==> config.mk <==
export PLATFORM = sky130hd
export DESIGN_NAME = rct_forward_lanes
export DESIGN_NICKNAME = d
export VERILOG_FILES = /design/src/rtl/rct_pkg.sv /design/src/rtl/rct_lane.sv /design/src/rtl/rct_forward_lanes.sv
export SDC_FILE = /design/constraint.sdc
export NUM_CORES = 1
export LEC_CHECK = 0
export ABC_AREA = 1
export CAP_MARGIN = 20
export CORE_MARGIN = 2
export CORE_UTILIZATION = 43
export DETAILED_ROUTE_END_ITERATION = 8
export PLACE_DENSITY_LB_ADDON = 0.05
export SYNTH_ARGS = -nofsm -noshare
export SYNTH_HDL_FRONTEND = slang
export SYNTH_SLANG_ARGS = --single-unit
==> constraint.sdc <==
create_clock -name HCLK -period 1.7 [get_ports HCLK]
set_clock_uncertainty 0.2 [all_clocks]
set_input_delay 0.425 -clock HCLK [delete_from_list [all_inputs] [get_ports HCLK]]
set_output_delay 0.425 -clock HCLK [all_outputs]
set_load 0.05 [all_outputs]
==> src/rtl/rct_pkg.sv <==
// rtl/rct_pkg.sv - shared types, widths and lane slice helpers for the forward RCT
//
// Purpose : chroma mode encoding, stage-1 width helpers and RGB component
//           extraction used by rct_lane and rct_forward_lanes.
// Ports   : none (package).
package rct_pkg;

  // Widest component the slice helpers can address.
  localparam int MAX_PIX_W = 16;

  typedef enum logic {
    MODE_444 = 1'b0,
    MODE_422 = 1'b1
  } mode_e;

  // R + 2G + B needs two guard bits above the component width.
  function automatic int sum_width(input int pix_w);
    return pix_w + 2;
  endfunction

  // Component differences need one extra (sign) bit.
  function automatic int chr_width(input int pix_w);
    return pix_w + 1;
  endfunction

  // Component idx (0=B, 1=G, 2=R) of a zero-extended lane word of
  // component width w.
  function automatic logic [MAX_PIX_W-1:0] comp_at(input logic [3*MAX_PIX_W-1:0] px,
                                                   input int w, input int idx);
    logic [MAX_PIX_W-1:0] mask;
    mask = (MAX_PIX_W'(1) << w) - MAX_PIX_W'(1);
    return MAX_PIX_W'(px >> (idx * w)) & mask;
  endfunction

  function automatic logic [MAX_PIX_W-1:0] get_r(input logic [3*MAX_PIX_W-1:0] px, input int w);
    return comp_at(px, w, 2);
  endfunction

  function automatic logic [MAX_PIX_W-1:0] get_g(input logic [3*MAX_PIX_W-1:0] px, input int w);
    return comp_at(px, w, 1);
  endfunction

  function automatic logic [MAX_PIX_W-1:0] get_b(input logic [3*MAX_PIX_W-1:0] px, input int w);
    return comp_at(px, w, 0);
  endfunction

endpackage

==> src/rtl/rct_lane.sv <==
// rtl/rct_lane.sv - one-lane stage-1 RCT arithmetic (sum, cb, cr)
//
// Purpose : combinational R+2G+B, B-G and R-G for a single pixel.
// Ports   : rgb_i  in  3*IMG_PIX_W     {R, G, B}, B in the low bits
//           sum_o  out IMG_PIX_W+2     R + 2G + B (unsigned)
//           cb_o   out IMG_PIX_W+1     B - G (two's complement)
//           cr_o   out IMG_PIX_W+1     R - G (two's complement)
module rct_lane
  import rct_pkg::*;
#(
  parameter int IMG_PIX_W = 8
) (
  input  logic [3*IMG_PIX_W-1:0] rgb_i,
  output logic [IMG_PIX_W+1:0]   sum_o,
  output logic [IMG_PIX_W:0]     cb_o,
  output logic [IMG_PIX_W:0]     cr_o
);

  localparam int W     = IMG_PIX_W;
  localparam int SUM_W = sum_width(W);
  localparam int CHR_W = chr_width(W);

  if (IMG_PIX_W < 1 || IMG_PIX_W > MAX_PIX_W) begin : g_pix_w_check
    $error("rct_lane: IMG_PIX_W out of range");
  end

  logic [3*MAX_PIX_W-1:0] px;
  logic [W-1:0]           r;
  logic [W-1:0]           g;
  logic [W-1:0]           b;

  assign px = (3*MAX_PIX_W)'(rgb_i);
  assign r  = W'(get_r(px, W));
  assign g  = W'(get_g(px, W));
  assign b  = W'(get_b(px, W));

  assign sum_o = SUM_W'(r) + (SUM_W'(g) << 1) + SUM_W'(b);
  assign cb_o  = CHR_W'(b) - CHR_W'(g);
  assign cr_o  = CHR_W'(r) - CHR_W'(g);

endmodule

==> src/rtl/rct_forward_lanes.sv <==
// rtl/rct_forward_lanes.sv - multi-lane forward reversible colour transform with backpressure
//
// Purpose : two-stage valid/ready pipeline computing JPEG2000 RCT luma/chroma
//           for LANES pixels per beat, optional 4:2:2 chroma pair averaging,
//           SOF/EOL sideband and a completed-line counter.
// Config  : RCT_DC_SHIFT_EN - when defined, luma is DC level shifted by
//           -2^(IMG_PIX_W-1) and emitted as a signed value.
// Ports   : HCLK, HRESETn            clock, async active-low reset
//           s_valid/s_ready          input handshake
//           s_sof/s_eol/s_rgb        input beat (lane i {R,G,B} at 3*i*IMG_PIX_W)
//           mode_422                 chroma mode, sampled on accepted SOF beat
//           m_valid/m_ready          output handshake
//           m_sof/m_eol              sideband delayed with data
//           m_y/m_cb/m_cr            per-lane samples, WAVE_PIX_W each
//           lines_done               lines emitted since last output SOF
module rct_forward_lanes
  import rct_pkg::*;
#(
  parameter int IMG_PIX_W  = 8,
  parameter int WAVE_PIX_W = 10,
  parameter int LANES      = 2
) (
  input  logic                          HCLK,
  input  logic                          HRESETn,
  input  logic                          s_valid,
  output logic                          s_ready,
  input  logic                          s_sof,
  input  logic                          s_eol,
  input  logic [LANES*3*IMG_PIX_W-1:0]  s_rgb,
  input  logic                          mode_422,
  output logic                          m_valid,
  input  logic                          m_ready,
  output logic                          m_sof,
  output logic                          m_eol,
  output logic [LANES*WAVE_PIX_W-1:0]   m_y,
  output logic [LANES*WAVE_PIX_W-1:0]   m_cb,
  output logic [LANES*WAVE_PIX_W-1:0]   m_cr,
  output logic [15:0]                   lines_done
);

  localparam int SUM_W = sum_width(IMG_PIX_W);
  localparam int CHR_W = chr_width(IMG_PIX_W);
  localparam int OW    = WAVE_PIX_W;

  if (WAVE_PIX_W < IMG_PIX_W + 1) begin : g_wave_w_check
    $error("rct_forward_lanes: WAVE_PIX_W must be >= IMG_PIX_W+1");
  end

  // Handshake
  logic en1, en2, s_fire, m_fire;
  logic v1_q, v2_q;

  assign en2     = !v2_q || m_ready;
  assign en1     = !v1_q || en2;
  assign s_ready = en1;
  assign s_fire  = s_valid && en1;
  assign m_fire  = v2_q && m_ready;

  // Frame mode: an SOF beat carries its own requested mode.
  mode_e mode_q, beat_mode;
  assign beat_mode = s_sof ? mode_e'(mode_422) : mode_q;

  always_ff @(posedge HCLK or negedge HRESETn) begin
    if (!HRESETn) begin
      mode_q <= MODE_444;
    end else if (s_fire && s_sof) begin
      mode_q <= mode_e'(mode_422);
    end
  end

  // Stage 1
  logic [LANES*SUM_W-1:0] sum_w, sum1_q;
  logic [LANES*CHR_W-1:0] cb_w, cr_w, cb1_q, cr1_q;
  logic                   sof1_q, eol1_q;
  mode_e                  mode1_q;

  for (genvar i = 0; i < LANES; i++) begin : g_lane
    rct_lane #(
      .IMG_PIX_W(IMG_PIX_W)
    ) u_lane (
      .rgb_i(s_rgb[i*3*IMG_PIX_W +: 3*IMG_PIX_W]),
      .sum_o(sum_w[i*SUM_W +: SUM_W]),
      .cb_o (cb_w[i*CHR_W +: CHR_W]),
      .cr_o (cr_w[i*CHR_W +: CHR_W])
    );
  end

  always_ff @(posedge HCLK or negedge HRESETn) begin
    if (!HRESETn) begin
      v1_q    <= 1'b0;
      sof1_q  <= 1'b0;
      eol1_q  <= 1'b0;
      mode1_q <= MODE_444;
      sum1_q  <= '0;
      cb1_q   <= '0;
      cr1_q   <= '0;
    end else if (en1) begin
      v1_q <= s_valid;
      if (s_valid) begin
        sof1_q  <= s_sof;
        eol1_q  <= s_eol;
        mode1_q <= beat_mode;
        sum1_q  <= sum_w;
        cb1_q   <= cb_w;
        cr1_q   <= cr_w;
      end
    end
  end

  // Stage 2 next-state, per lane
  logic [LANES*OW-1:0] y2_d, cb2_d, cr2_d;
  logic [LANES*OW-1:0] y2_q, cb2_q, cr2_q;
  logic                sof2_q, eol2_q;

  for (genvar i = 0; i < LANES; i++) begin : g_out
    logic        [SUM_W-1:0] sum_l;
    logic signed [CHR_W-1:0] cb_l, cr_l;
    logic        [OW-1:0]    cb_444, cr_444, cb_422, cr_422;

    assign sum_l  = sum1_q[i*SUM_W +: SUM_W];
    assign cb_l   = cb1_q[i*CHR_W +: CHR_W];
    assign cr_l   = cr1_q[i*CHR_W +: CHR_W];
    assign cb_444 = OW'(cb_l);
    assign cr_444 = OW'(cr_l);

`ifdef RCT_DC_SHIFT_EN
    assign y2_d[i*OW +: OW] = OW'(sum_l >> 2) - OW'(1 << (IMG_PIX_W - 1));
`else
    assign y2_d[i*OW +: OW] = OW'(sum_l >> 2);
`endif

    if ((i ^ 1) < LANES) begin : g_pair
      // Both lanes of a pair compute the same symmetric sum.
      localparam int P = i ^ 1;
      logic signed [CHR_W-1:0] cb_p, cr_p;
      logic signed [CHR_W:0]   cb_s, cr_s;

      assign cb_p   = cb1_q[P*CHR_W +: CHR_W];
      assign cr_p   = cr1_q[P*CHR_W +: CHR_W];
      assign cb_s   = (CHR_W+1)'(cb_l) + (CHR_W+1)'(cb_p);
      assign cr_s   = (CHR_W+1)'(cr_l) + (CHR_W+1)'(cr_p);
      assign cb_422 = OW'(cb_s >>> 1);
      assign cr_422 = OW'(cr_s >>> 1);
    end else begin : g_solo
      // Unpaired odd last lane keeps its own chroma.
      assign cb_422 = cb_444;
      assign cr_422 = cr_444;
    end

    assign cb2_d[i*OW +: OW] = (mode1_q == MODE_422) ? cb_422 : cb_444;
    assign cr2_d[i*OW +: OW] = (mode1_q == MODE_422) ? cr_422 : cr_444;
  end

  always_ff @(posedge HCLK or negedge HRESETn) begin
    if (!HRESETn) begin
      v2_q   <= 1'b0;
      sof2_q <= 1'b0;
      eol2_q <= 1'b0;
      y2_q   <= '0;
      cb2_q  <= '0;
      cr2_q  <= '0;
    end else if (en2) begin
      v2_q <= v1_q;
      if (v1_q) begin
        sof2_q <= sof1_q;
        eol2_q <= eol1_q;
        y2_q   <= y2_d;
        cb2_q  <= cb2_d;
        cr2_q  <= cr2_d;
      end
    end
  end

  // Completed-line counter, advanced on output handshakes only.
  logic [15:0] lines_q, lines_d;

  always_comb begin
    lines_d = lines_q;
    if (m_fire) begin
      if (sof2_q && eol2_q) begin
        lines_d = 16'd1;
      end else if (sof2_q) begin
        lines_d = 16'd0;
      end else if (eol2_q && (lines_q != 16'hFFFF)) begin
        lines_d = lines_q + 16'd1;
      end
    end
  end

  always_ff @(posedge HCLK or negedge HRESETn) begin
    if (!HRESETn) begin
      lines_q <= 16'd0;
    end else begin
      lines_q <= lines_d;
    end
  end

  assign m_valid    = v2_q;
  assign m_sof      = sof2_q;
  assign m_eol      = eol2_q;
  assign m_y        = y2_q;
  assign m_cb       = cb2_q;
  assign m_cr       = cr2_q;
  assign lines_done = lines_q;

endmodule

Figure 1. Clock distribution.
The bar under the picture is 50 µm long.
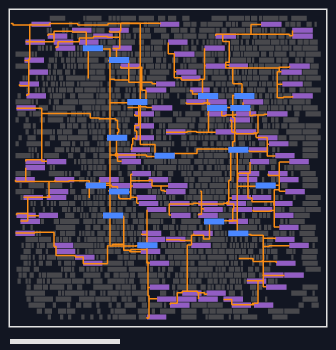
Key: flip-flops = purple [count 128]; clock wires = orange [length 1,940 µm]; cells driving clock nets = blue [count 17]
There are 18 routed clock nets.
share of power burned in the clock network: 17.2%
worst-skew pair later-pin latency: 0.43 ns
clock group power: 3.67 mW

Figure 2. Met2 routing.
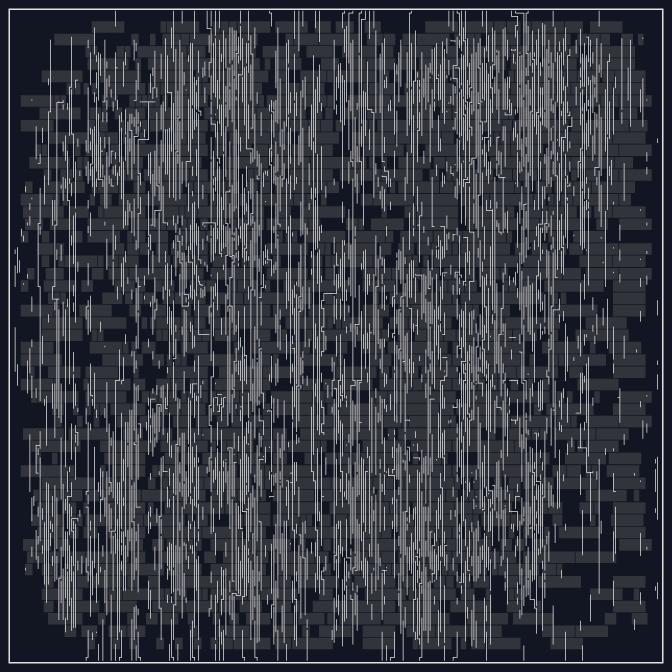
The layer holds 50% of the routed length. 1,404 nets have wire on it. The wires run mostly vertical. The layer carries 14,300 µm of wire. The longest straight run is 69.0 µm.
via count: 8,906
routed wire length: 28,350 µm
global-route track usage on met2: 44.66%

Figure 3. Logic cells by family.
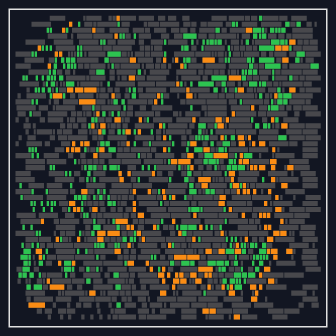
Key: NAND gates = green [cells 386, most used nand2_1, where widely spread]; inverting AOI/OAI gates = orange [cells 204, most used a21oi_1, where widely spread]
share of the final layout cell area in multi-input gates: 41.25%
most used logic cell in the final layout: sky130_fd_sc_hd__nand2_1

Figure 4. Cells coloured by class.
The bar under the picture is 50 µm long.
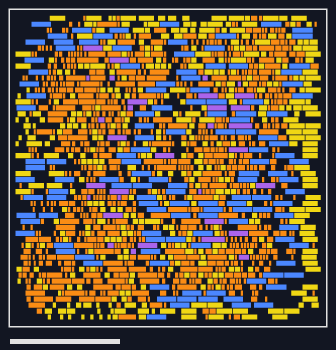
Key: clock drivers and dummy loads = purple [cells 32]; other buffers and delay cells = yellow [cells 395]; flip-flops = blue [cells 128]; all other logic = orange [cells 908]
sequential fraction of total cell area: 21.60%
CORE AREA: 19,330 µm²

==> results.txt <==
Figures from the implementation reports.

- The number of buffers added by the clock tree synthesis step reads 17.
- In this run the cell area of the synthesized design comes to 8409 µm².
- The horizontal die dimension reads 143.8 µm.
- The run finished, with violations left.
- The DRC violations left reads 0.
- The via density per instance reads 5.154.
- The areal power density over the cells is about 1400 nW/µm².
- The count of input and output buffers reads 130.
- The post-synthesis cell type count reads 37.
- Synthesis handed over a netlist of 1,069 instances.
- The most frequent cell after synthesis reads sky130_fd_sc_hd__nand2_1.
- The cell type with the highest aggregate area in the netlist is sky130_fd_sc_hd__dfrtp_1.
- The post-synth count of flops with an enable pin is 0.
- Per STA, the endpoint of the critical path is sum1_q[15]$_DFFE_PN0P_.
- The dominant synthesized flop cell reads sky130_fd_sc_hd__dfrtp_1.
- Entering global routing, the biggest net connects ~70 pins.
- The yosys stat cell total reads around 1,100.
- The startpoint of the worst setup timing path is s_rgb[41].
- After synthesis, the cell types taking the most area are sky130_fd_sc_hd__dfrtp_1, sky130_fd_sc_hd__nand2_1, sky130_fd_sc_hd__ha_1.
- The initial core utilization is 43.49%.
- Endpoints failing hold in the final report were tallied at 0.
- In this run the clock root is driven by a sky130_fd_sc_hd__clkbuf_16.
- The net count of the finished layout reads between 1,500 and 2,000.
- Of the available clock period, the critical path in the final layout requires 114.8%.
- According to the hold report, the worst path is of the input pin to flop type.
- The reported leakage power is 7.083 nW.
- The sequential share of the synthesized area is 38.09%.
- Setup repair after global routing could not meet its margin everywhere.
- The least setup slack across all paths after layout is -0.2520 ns.
- Max-cap violations in this run came to 0.
- The number of endpoints failing setup at the final stage is between 60 and 70.
- The data required time of the critical path reads 1.87 ns.
- The stat command in Yosys gives a chip area of around 8400 µm².
- The endpoint type of the worst setup path is a flop.
- The area of the chip reads 20,690 µm².
- The final HPWL from detailed placement reads 18,830 µm.
- The number of global-route vias before repair reads 8,541.
- The number of DRC markers after the initial detailed-route iteration reads 545.
- The initial antenna violation count was 0.
- The arrival time at the worst endpoint reads roughly 2.1 ns.
- The design draws between 20 and 25 mW.
- The number of clock sinks is around 130.
- Setup total negative slack on the finished layout was measured at -5.351 ns.
- The mean instance size in the synthesized netlist reads 7.867 µm².
- The final reports fail on setup timing.
- The routability-driven placement congestion ratio is slightly below 0.9.
- The die is 143.8 µm tall.
- The largest stage delay on the critical path is 0.58 ns.
- The TritonCTS clock tree is built.
- The clock tree synthesis step divided the H-tree into 4 levels.
- For reference, the critical path cell chain is buf_8 > inv_4 > fa_1 > nor3_4 > fa_2 > buf_6 > a31oi_4 > nor2_1 > nor2_1 > nand2_1 > nand2_1.
- The synthesis run shows the most used standard cells to be sky130_fd_sc_hd__nand2_1, sky130_fd_sc_hd__dfrtp_1, sky130_fd_sc_hd__a21oi_1.
- STA classifies the critical path startpoint as an input pin.
- The number of nets with antenna violations after routing is 0.
- The fraction of layout instances using a drive strength above 1 is 50.10%.
- The maximum vdd drop reads around 950 µV.
- The count of filler cells inserted in the layout is 1,283.
- The number of top-level pins reads 135.
- The length of the first detailed-routing pass in iterations is 5.
- In this run the layout overhead on the synthesized area is reported as 77.99%.
- The critical path's slowest cell reads sky130_fd_sc_hd__fa_1.
- For reference, the clock transition at the flip-flops on the worst setup and hold paths is 0.06 ns.
- The critical path class reads input pin to flop.
-- how the worst min path moves through the flow --
stage | slack [ns] | startpoint | end | cells past startpoint
CTS | 0.23 | s_rgb[32] | cr1_q[9]$_DFFE_PN0P_ | 4
finish | 0.23 | s_rgb[32] | cr1_q[9]$_DFFE_PN0P_ | 4
floorplan | -0.07 | HRESETn | cb1_q[0]$_DFFE_PN0P_ | 0
global placement | 0.26 | sum1_q[14]$_DFFE_PN0P_ | m_y[12]$_DFFE_PN0P_ | 2
global route | 0.25 | s_rgb[32] | cr1_q[9]$_DFFE_PN0P_ | 4
detailed placement | 0.26 | sum1_q[18]$_DFFE_PN0P_ | m_y[16]$_DFFE_PN0P_ | 2
-- through the flow --
stage	cells	area, µm²	hold slack [ns]	setup WS (ns)	util, %
CTS	1711	14210	0.2324	-0.2313	73.51
detailed placement	1641	12630	0.2624	-1.219	65.34
finish	1728	14970	0.2329	-0.2520	77.42
floorplan	1072	8768	-0.07059	-0.4898	-
global placement	1641	12630	0.2597	-1.173	65.34
global route	1728	14970	0.2501	-0.3094	77.42
-- critical path: cells and delay by family --
kind,cells,cell delay (ns)
simple gates,5,0.30
compound gates,1,0.15
fa+ha+maj,2,0.98
buf+inv,3,0.25
-- metal layers --
metal	GRT usage, %	share of wire, %
met1	35.50	43
met2	44.66	50
met3	3.999	4.4
met4	6.863	2.2
met5	0	0
-- power by group --
| part | leakage (nW) | total (mW) | switching [mW] | internal [mW] |
|---|---|---|---|---|
| Clock | 0.278 | 3.67 | 1.48 | 2.19 |
| Combinational | 5.28 | 12.6 | 6.56 | 6.04 |
| Sequential | 1.52 | 5.07 | 1.06 | 4.01 |
-- flip-flops by register name (all words and copies together) (netlist names) --
name and flops:
sum1_q 16, sof1_q 1, cr1_q 18, eol1_q 1, mode_q 1, m_valid 1
m_cr 18, v1_q 1, lines_done 16, m_eol 1, m_sof 1, m_cb 18
m_y 16, mode1_q 1, cb1_q 18
-- kinds of logic after synthesis --
group	Yosys count	synth area share (%)
and+or+nand+nor	468	23.09
AOI/OAI and AO/OA	209	13.42
buffers and inverters	145	7.305
DFF	128	38.09
adders and majority gates	85	14.61
xor gates and xnor gates	33	3.437
other	1	0.04459
-- what timing repair did --
action                                  4_1_cts  5_1_grt
cloned                                        2        1
endpoints found under the setup margin      115      104
buffers inserted                             43       24
pin swaps                                   122      120
hold endpoints to repair                    128        0
resized                                     343      181
hold buffers                                  1        0
-- area by class of cell --
class                           count  area [µm²]  area share, %
Timing Repair Buffer              395        4177          27.90
Tap cell                          265       331.6          2.215
Clock inverter                     14       141.4         0.9446
Inverter                          106       471.7          3.151
Sequential cell                   128        3233          21.60
Multi-Input combinational cell    802        6175          41.25
Clock buffer                       18       439.2          2.934
Power is estimated from default activity; no workload was simulated.
